## src/rtl/alu_pkg.sv

```systemverilog
// Shared definitions for the ALU issue path.
//   DATA_W / REG_ADDR_W : operand and register-address widths
//   ALU_OP_*            : alu_control encodings (add, shift-left)
//   issue_entry_t       : one buffered operation {in1, in2, op, rd}
//   occ_t               : skid-buffer occupancy {EMPTY, ONE, FULL}
package alu_pkg;

    localparam int DATA_W     = 8;
    localparam int REG_ADDR_W = 3;

    localparam logic ALU_OP_ADD = 1'b0;
    localparam logic ALU_OP_SHL = 1'b1;

    typedef struct packed {
        logic [DATA_W-1:0]     in1;
        logic [DATA_W-1:0]     in2;
        logic                  op;
        logic [REG_ADDR_W-1:0] rd;
    } issue_entry_t;

    typedef enum logic [1:0] {
        EMPTY = 2'd0,
        ONE   = 2'd1,
        FULL  = 2'd2
    } occ_t;

endpackage

```

## src/rtl/alu_issue_stage_operand_mux.sv

```systemverilog
// issue_operand_mux: combinational operand selection for the issue stage.
// Builds the entry to be captured from the decoded operation:
//   in1 = rs1 value, in2 = immediate or rs2 value, op / rd passed through.
// Optional feature macro ALU_ISSUE_FWD_EN: when defined, a matching writeback
// bypass (fwd_valid, fwd_rd == rsX, rsX != 0) replaces the register-file value.
// rs2 is not forwarded when the immediate is selected.
// Ports:
//   rs1, rs2, rs1_data, rs2_data, imm, use_imm, op, rd : decoded operation
//   fwd_valid, fwd_rd, fwd_data                        : writeback bypass
//   entry                                              : assembled issue entry
module issue_operand_mux
    import alu_pkg::*;
(
    input  logic [REG_ADDR_W-1:0] rs1,
    input  logic [REG_ADDR_W-1:0] rs2,
    input  logic [DATA_W-1:0]     rs1_data,
    input  logic [DATA_W-1:0]     rs2_data,
    input  logic [DATA_W-1:0]     imm,
    input  logic                  use_imm,
    input  logic                  op,
    input  logic [REG_ADDR_W-1:0] rd,
    input  logic                  fwd_valid,
    input  logic [REG_ADDR_W-1:0] fwd_rd,
    input  logic [DATA_W-1:0]     fwd_data,
    output issue_entry_t          entry
);

    logic [DATA_W-1:0] src_val [2];

`ifdef ALU_ISSUE_FWD_EN
    logic [REG_ADDR_W-1:0] src_addr [2];
    logic [DATA_W-1:0]     src_raw  [2];
    logic                  src_en   [2];

    assign src_addr[0] = rs1;
    assign src_addr[1] = rs2;
    assign src_raw[0]  = rs1_data;
    assign src_raw[1]  = rs2_data;
    // rs2 bypass is pointless when the immediate supplies operand 2.
    assign src_en[0]   = 1'b1;
    assign src_en[1]   = !use_imm;

    genvar gi;
    generate
        for (gi = 0; gi < 2; gi++) begin : g_fwd
            // Register 0 is hard-wired zero, so it never takes a bypass.
            assign src_val[gi] = (src_en[gi] && fwd_valid && (fwd_rd == src_addr[gi])
                                  && (src_addr[gi] != '0)) ? fwd_data : src_raw[gi];
        end
    endgenerate
`else
    // Bypass inputs exist on the interface but carry no meaning in this build.
    logic unused_fwd;
    assign unused_fwd = ^{fwd_valid, fwd_rd, fwd_data, rs1, rs2};

    assign src_val[0] = rs1_data;
    assign src_val[1] = rs2_data;
`endif

    // No masking of in2: the ALU defines shifts of DATA_W or more.
    assign entry.in1 = src_val[0];
    assign entry.in2 = use_imm ? imm : src_val[1];
    assign entry.op  = op;
    assign entry.rd  = rd;

endmodule

```

## src/rtl/alu_issue_stage.sv

```systemverilog
// alu_issue_stage: decode-to-execute stage feeding the 8-bit add/shift ALU.
// Two-entry skid buffer (main + skid) so in_ready comes straight from a flop.
// Optional feature macro ALU_ISSUE_FWD_EN enables writeback forwarding in
// the operand mux.
// Ports:
//   clk, reset (sync, active-high)
//   in_valid/in_ready, in_op, in_rs1, in_rs2, in_rs1_data, in_rs2_data,
//   in_imm, in_use_imm, in_rd          : upstream decoded operation
//   flush                              : drop all buffered operations
//   fwd_valid, fwd_rd, fwd_data        : writeback bypass
//   out_valid/out_ready, out_in1, out_in2, out_alu_control, out_rd : to ALU
module alu_issue_stage
    import alu_pkg::*;
(
    input  logic                  clk,
    input  logic                  reset,
    input  logic                  in_valid,
    output logic                  in_ready,
    input  logic                  in_op,
    input  logic [REG_ADDR_W-1:0] in_rs1,
    input  logic [REG_ADDR_W-1:0] in_rs2,
    input  logic [DATA_W-1:0]     in_rs1_data,
    input  logic [DATA_W-1:0]     in_rs2_data,
    input  logic [DATA_W-1:0]     in_imm,
    input  logic                  in_use_imm,
    input  logic [REG_ADDR_W-1:0] in_rd,
    input  logic                  flush,
    input  logic                  fwd_valid,
    input  logic [REG_ADDR_W-1:0] fwd_rd,
    input  logic [DATA_W-1:0]     fwd_data,
    output logic                  out_valid,
    input  logic                  out_ready,
    output logic [DATA_W-1:0]     out_in1,
    output logic [DATA_W-1:0]     out_in2,
    output logic                  out_alu_control,
    output logic [REG_ADDR_W-1:0] out_rd
);

    occ_t         state_reg;
    issue_entry_t main_reg;
    issue_entry_t skid_reg;
    issue_entry_t capture_next;
    logic         in_ready_reg;
    logic         out_valid_reg;
    logic         take_in;
    logic         take_out;

    issue_operand_mux u_operand_mux (
        .rs1       (in_rs1),
        .rs2       (in_rs2),
        .rs1_data  (in_rs1_data),
        .rs2_data  (in_rs2_data),
        .imm       (in_imm),
        .use_imm   (in_use_imm),
        .op        (in_op),
        .rd        (in_rd),
        .fwd_valid (fwd_valid),
        .fwd_rd    (fwd_rd),
        .fwd_data  (fwd_data),
        .entry     (capture_next)
    );

    assign take_in  = in_valid && in_ready_reg;
    assign take_out = out_valid_reg && out_ready;

    // Occupancy FSM; in_ready/out_valid are updated alongside the state so
    // both leave the stage directly from flops.
    always_ff @(posedge clk) begin
        if (reset) begin
            state_reg     <= EMPTY;
            main_reg      <= '0;
            skid_reg      <= '0;
            in_ready_reg  <= 1'b1;
            out_valid_reg <= 1'b0;
        end else if (flush) begin
            // Any transfer-out this cycle has already been seen by the ALU;
            // any transfer-in this cycle is simply not captured.
            state_reg     <= EMPTY;
            main_reg      <= '0;
            skid_reg      <= '0;
            in_ready_reg  <= 1'b1;
            out_valid_reg <= 1'b0;
        end else begin
            case (state_reg)
                EMPTY: begin
                    if (take_in) begin
                        main_reg      <= capture_next;
                        state_reg     <= ONE;
                        out_valid_reg <= 1'b1;
                    end
                end
                ONE: begin
                    if (take_in && !take_out) begin
                        skid_reg     <= capture_next;
                        state_reg    <= FULL;
                        in_ready_reg <= 1'b0;
                    end else if (take_in && take_out) begin
                        main_reg <= capture_next;
                    end else if (take_out) begin
                        main_reg      <= '0;
                        state_reg     <= EMPTY;
                        out_valid_reg <= 1'b0;
                    end
                end
                FULL: begin
                    if (take_out) begin
                        main_reg     <= skid_reg;
                        skid_reg     <= '0;
                        state_reg    <= ONE;
                        in_ready_reg <= 1'b1;
                    end
                end
                default: begin
                    state_reg     <= EMPTY;
                    in_ready_reg  <= 1'b1;
                    out_valid_reg <= 1'b0;
                end
            endcase
        end
    end

    assign in_ready        = in_ready_reg;
    assign out_valid       = out_valid_reg;
    assign out_in1         = main_reg.in1;
    assign out_in2         = main_reg.in2;
    assign out_alu_control = main_reg.op;
    assign out_rd          = main_reg.rd;

endmodule

```

## config.mk

```make
export PLATFORM = sky130hd
export DESIGN_NAME = alu_issue_stage
export DESIGN_NICKNAME = d
export VERILOG_FILES = /design/src/rtl/alu_pkg.sv /design/src/rtl/alu_issue_stage_operand_mux.sv /design/src/rtl/alu_issue_stage.sv
export SDC_FILE = /design/constraint.sdc
export NUM_CORES = 1
export LEC_CHECK = 0
export CAP_MARGIN = 0
export CORE_MARGIN = 2
export CORE_UTILIZATION = 45
export CTS_BUF_LIST = sky130_fd_sc_hd__clkbuf_16
export DETAILED_ROUTE_END_ITERATION = 16
export GPL_ROUTABILITY_DRIVEN = 0
export PLACE_DENSITY = 0.86
export SLEW_MARGIN = 40
export SYNTH_ARGS = -nofsm -noshare
export SYNTH_HDL_FRONTEND = slang
export SYNTH_HIERARCHICAL = 1
export SYNTH_SLANG_ARGS = --single-unit
```

## constraint.sdc

```tcl
create_clock -name clk -period 2.25 [get_ports clk]
set_input_delay 0.3375 -clock clk [delete_from_list [all_inputs] [get_ports clk]]
set_output_delay 0.3375 -clock clk [all_outputs]
set_load 0.01 [all_outputs]
```

==> run_1/placed.png <==
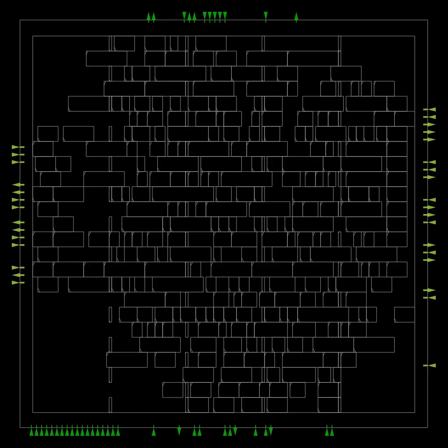
Util after Layout: 60.6%
final std cells w/o fill: 337
Rows: 25

==> run_1/clock_wires.png <==
Bar = 20 µm.
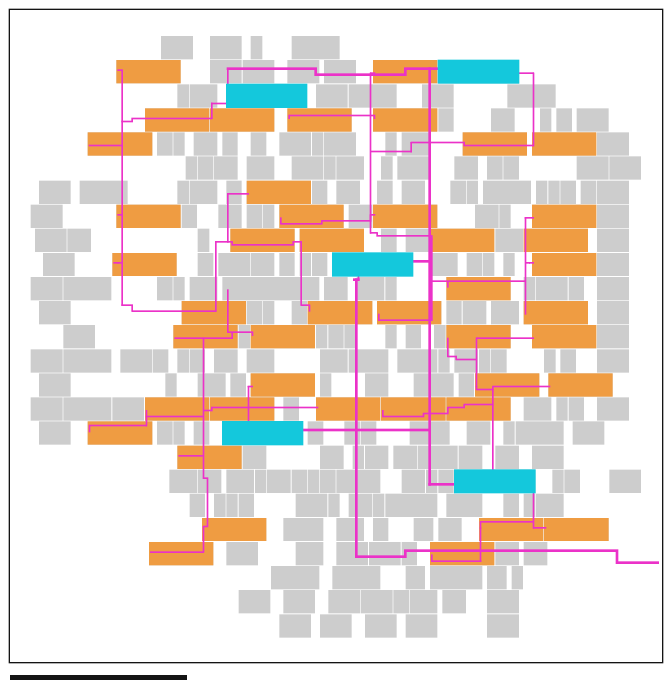
- orange: flip-flops (count 44)
- magenta: clock wires (length 558 µm)
- cyan: clock-net drivers (count 5)
- routed clock nets: 6
Clk pwr share: 41.5%
clk_lat worst skew: 290 ps
Fin Clk Skew: 8.33 ps

==> flow_metrics.tcl, run 1 <==
# collected from the flow reports
set metrics [dict create \
    ys_ff 44 \
    post_cts_resized 0 \
    mostFrequentLayoutCell "clkdlybuf4s50_1" \
    ys_seq_share_pct 40.4 \
    ir_drop_mv 0.367 \
    fp.dieH_um 73.6 \
    grt_most_used_layer "met2" \
    yosys_most_used_dff "dfxtp_1" \
    syn_area_um2 2180 \
    status "finished, final reports clean" \
    hold_end "skid_reg[3]" \
    dr_wl_met3_um 328 \
    dp_hpwl_mm 3.44 \
    rr_endpoint "out_in2[5]" \
    grt.overflow.total 0 \
    postRouteAntennaNets 0 \
    top_area_cell "dfxtp_1" \
    synth-simple-area-share_pct 18.8 \
    met2_length_mm 2.64 \
    ys_top_logic_family "AND-OR/OR-AND gates" \
    core_um2 4690 \
    wl_met1_mm 2.41 \
    adder_share_pct 2.87 \
    slew_headroom_pct 50.6 \
    use_met3_pct 6.45 \
    lay_top_cells "55 x clkdlybuf4s50_1, 44 x dfxtp_1, 24 x a21oi_1, 23 x nand2_1" \
    openroad.warnings 48 \
    rsz0062_at_grt "no" \
    muxShareOfSynthArea_pct 5.51 \
    synth_warnings 6 \
    die_area_um2 5420 \
    p_comb_share_pct 17.0 \
    drt_iter0_drc 144 \
    postSynthAreaPerCell_um2 8.83 \
    dp_cells 329 \
    max_freq_ghz 0.500 \
    postCtsSetupRepairBufs 0 \
    dr.pass1.iters 4 \
]
==> run_1/class_map.png <==
Fill, decap, tap and diode cells in gray.
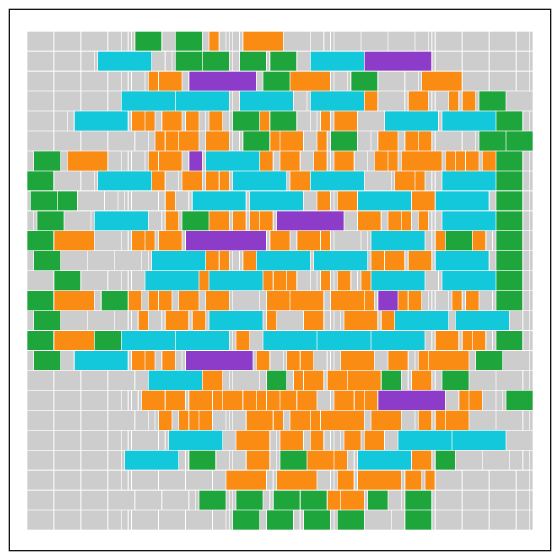
- purple: clock drivers and dummy loads (cells 8; share of their area 6.0%)
- green: remaining buffers and delay cells (cells 60; share of their area 21%)
- cyan: sequential cells (cells 44; share of their area 32%)
- orange: remaining logic cells (cells 171; share of their area 41%)
Seq/total area: 31.0%
final instance area: 2840 µm²

run 1: metrics by stage:
step                utilization, %  setup slack, ps  power [W]  instance area, µm²  hold slack, ps
global route                  60.6             30.2    0.00208                2840             473
CTS                           60.5              251    0.00200                2840             453
floorplan                        -              525    0.00105                2180             432
global placement              56.6            -53.6    0.00117                2660             437
finish                        60.6              249    0.00200                2840             454
detailed placement            56.9             61.9    0.00118                2670             447
run 1: worst min-delay path, delay by kind of cell (launching register included):
| family | cells | cell delay, ps |
|---|---|---|
| AND-OR/OR-AND | 1 | 50 |
| flip-flops | 1 | 310 |
| AND/OR/NAND/NOR | 1 | 50 |
run 1: power by group through the flow:
stage / clock (W) / combinational (W) / sequential [W]
after global routing: 0.000871 / 0.000373 / 0.000831
after global placement: 0 / 0.000325 / 0.000843
after floorplan: 0 / 0.000191 / 0.000854
after CTS: 0.000837 / 0.000339 / 0.000828
after detailed placement: 0 / 0.000336 / 0.000845
final: 0.000828 / 0.000339 / 0.000828
run 1: cell usage after synthesis (2+ instances only):
cell	count
dfxtp_1	44
a21oi_1	24
nand2_1	23
o21ai_0	23
nor2_1	22
nand3b_1	20
a221oi_1	17
clkbuf_1	13
buf_4	12
mux2_4	8
ha_1	5
buf_2	4
a221oi_2	3
buf_6	3
inv_1	3
nor3_1	3
nand3_1	2
o31ai_1	2
run 1: kinds of logic (layout without fill, tap and decap cells):
kind of cell / Yosys count / in the layout
adder cells (fa/ha/maj): 5 / 5
multiplexers: 8 / 8
buffers and inverters: 35 / 71
AND-OR/OR-AND: 76 / 76
flip-flops: 44 / 44
AND/OR/NAND/NOR: 79 / 79
run 1: cell type report:
type                    count  area, µm²
inverters                   3       11.3
well taps                  54       67.6
multi-input cells         168       1130
flip-flops and latches     44        881
clock inverters             3       42.5
repair buffers             60        588
fillers                   419       1850
clock buffers               5        125
==> run_1/pinout.png <==
Pins as bars across the die edge, other pins in gray.
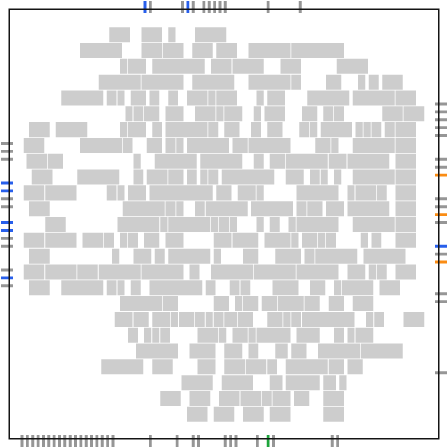

==> run 2, diff against run 1 <==
- PLACE_DENSITY: 0.86 -> 0.8
==> run_2/pinout.png <==
Pins as bars across the die edge, other pins in gray.
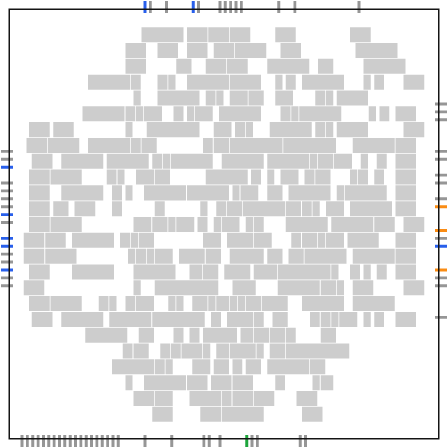
- green: in_valid (pins 1; direction input; edge bottom)
- orange: out_rd (pins 3; direction output; edge right)
- blue: out_in2 (pins 8; direction output; edge 5 left, 2 top, 1 right)
- all pins by edge: 29 bottom, 16 left, 16 right, 13 top
Die X: 73.6 µm
die height: 73.6 µm
I/O Buffers: 55

==> run 2 against run 1 <==
Synthesized cell count unchanged; register-to-register slack got worse by 50 ps; sequential share of layout area is 0.36 points lower; clock skew down 3.7 ps; count of clock-buffer cells in the layout unchanged.
==> flow_metrics.tcl, run 2 <==
# collected from the flow reports
set metrics [dict create \
    use_met1_pct 25.4 \
    worstPathArrival_ps 2260 \
    grt_pass1_wl_mm 8.49 \
    slew_headroom_pct 48.8 \
    postCtsHoldBufs 0 \
    lay_top_cells "55 x clkdlybuf4s50_1, 44 x dfxtp_1, 24 x a21oi_1, 23 x nand2_1" \
    grt_use_total_pct 20.5 \
    edf_count 0 \
    wirelength_mm 5.27 \
    top_area_cell "dfxtp_1" \
    drc 0 \
    min_path_type "register to register" \
    startpoint_type "register" \
    cap_viol_max_count 0 \
    core_um2 4690 \
    largest_reg_flops 20 \
    cp_max_fo 20 \
    reg2reg_slack_ps 190 \
    max_freq_ghz 0.487 \
    clkTransAtPathRegs_ps 60 \
    post-route-cell-area_um2 2880 \
    place_area_um2 2680 \
    yosysUniqueCellTypes 34 \
    post-synth-top-count-cell "dfxtp_1" \
    ys_ff 44 \
    vias 1958 \
    report.final.slew_viol_count 0 \
    finalCritPeriodShare_pct 91.3 \
    rsz0062_at_grt "no" \
    yosys-stat-cells 247 \
    hold_viol_final 0 \
    htreeDepth 2 \
    post_cts_resized 0 \
    grt_most_used_layer "met2" \
    clock_latency_ps 280 \
    topCellsByArea "dfxtp_1 40%, nand3b_1 6.9%, a221oi_1 6.8%" \
    drt_iter0_drc 146 \
    endpoint_kind "register" \
    worst_pin_slew_ps 767 \
    syn_to_final_growth_pct 31.8 \
    ys_seq_share_pct 40.4 \
    nNetsFinal 341 \
    grt.overflow.total 0 \
    postCtsSetupRepairBufs 0 \
    postRouteAntennaNets 0 \
    syn_area_um2 2180 \
    powerDensity_nw_per_um2 723 \
    synthArstFlopShare_pct 0 \
    status "finished, final reports clean" \
    dp_hpwl_mm 3.33 \
    fp-row-count 25 \
    cts_tree "built" \
    finalPower_w 0.00208 \
    synth_warnings 6 \
    fill_cells 421 \
    cts_root_buffer "clkbuf_16" \
    dr.pass1.iters 4 \
    initCoreUtil_pct 46.5 \
    antennaDiodeCount 0 \
    leakagePower_nw 1.03 \
    avgRoutedWirePerCell_um 15.6 \
    yosys_most_used_dff "dfxtp_1" \
    mostFrequentLayoutCell "clkdlybuf4s50_1" \
    grt_max_degree 24 \
    ir_drop_mv 0.453 \
    ys_area_um2 2180 \
    grtUsageMet2_pct 33.8 \
    fin_skew_ps 4.62 \
    die_area_um2 5420 \
    postSynthCellCount 247 \
    cts-buffers-inserted 5 \
    antenna_found_initial 0 \
    top_cells_by_count "44 x dfxtp_1, 24 x a21oi_1, 23 x nand2_1, 23 x o21ai_0, 22 x nor2_1" \
    use_met3_pct 5.08 \
    critPathKind "register to register" \
    viasPerCell 5.79 \
    io_pins 74 \
    synth_nets 304 \
    postSynthAreaPerCell_um2 8.83 \
    setup_violations 0 \
    worstPathRequired_ps 2450 \
    openroad.warnings 48 \
    drive_gt1_share_pct 11.3 \
    clock-sinks 44 \
    regArea_um2 881 \
    grt_pass1_vias 1822 \
    mi_logic_area_um2 1120 \
]
[run 2: layout make-up]
class                           count  area share (%)
Clock buffer                        5            4.35
Clock inverter                      2            2.09
Inverter                            3           0.392
Multi-Input combinational cell    168            39.1
Sequential cell                    44            30.6
Tap cell                           54            2.35
Timing Repair Buffer               62            21.1
[run 2: per-stage QoR]
stage / hold WS (ps) / util [%] / instances / TNS, ps / setup WS [ps]
after floorplan: 432 / - / 247 / 0 / 525
after global placement: 437 / 56.8 / 330 / -1150 / -99.5
after detailed placement: 443 / 57.1 / 330 / 0 / 68.8
after CTS: 452 / 61.0 / 337 / 0 / 201
after global routing: 468 / 61.3 / 338 / 0 / 7.87
final: 451 / 61.3 / 338 / 0 / 195
[run 2: cell families after synthesis]
logic type,count (synthesis),synth area share (%)
compound gates,76,23.1
fa+ha+maj,5,2.87
buf+inv,35,9.35
flops,44,40.4
mux,8,5.51
simple gates,79,18.8
[run 2: routing by layer]
layer / wire, µm / vias to the layer above
li1: - / 959
met1: 2340 / 929
met2: 2580 / 64
met3: 283 / 6
met4: 78 / 0
met5: 0 / -
[run 2: path summary, 6_finish.rpt]
kind                  to         start  cells past startpoint
min          skid_reg[2]   skid_reg[2]                      2
max          skid_reg[0]  state_reg[0]                      7
min reg2reg  skid_reg[2]   skid_reg[2]                      2
max reg2reg  skid_reg[0]  state_reg[0]                      7
[run 2: worst max-delay path, cell delays in order (launching register included)]
cell	delay, ps
dfxtp_1	380
inv_1	110
ha_1	230
buf_4	170
nand4b_1	130
o31a_1	660
nand2_1	150
a21oi_1	150
[run 2: where the power goes]
part	total [W]	switching [W]	internal (W)	leakage [nW]
combinational	0.000337	0.000163	0.000174	0.585
clock	0.000914	0.000284	0.000629	0.0899
sequential	0.000828	0.0000176	0.000810	0.357
Power figures rest on the tool's default switching activity, not on a simulated workload.
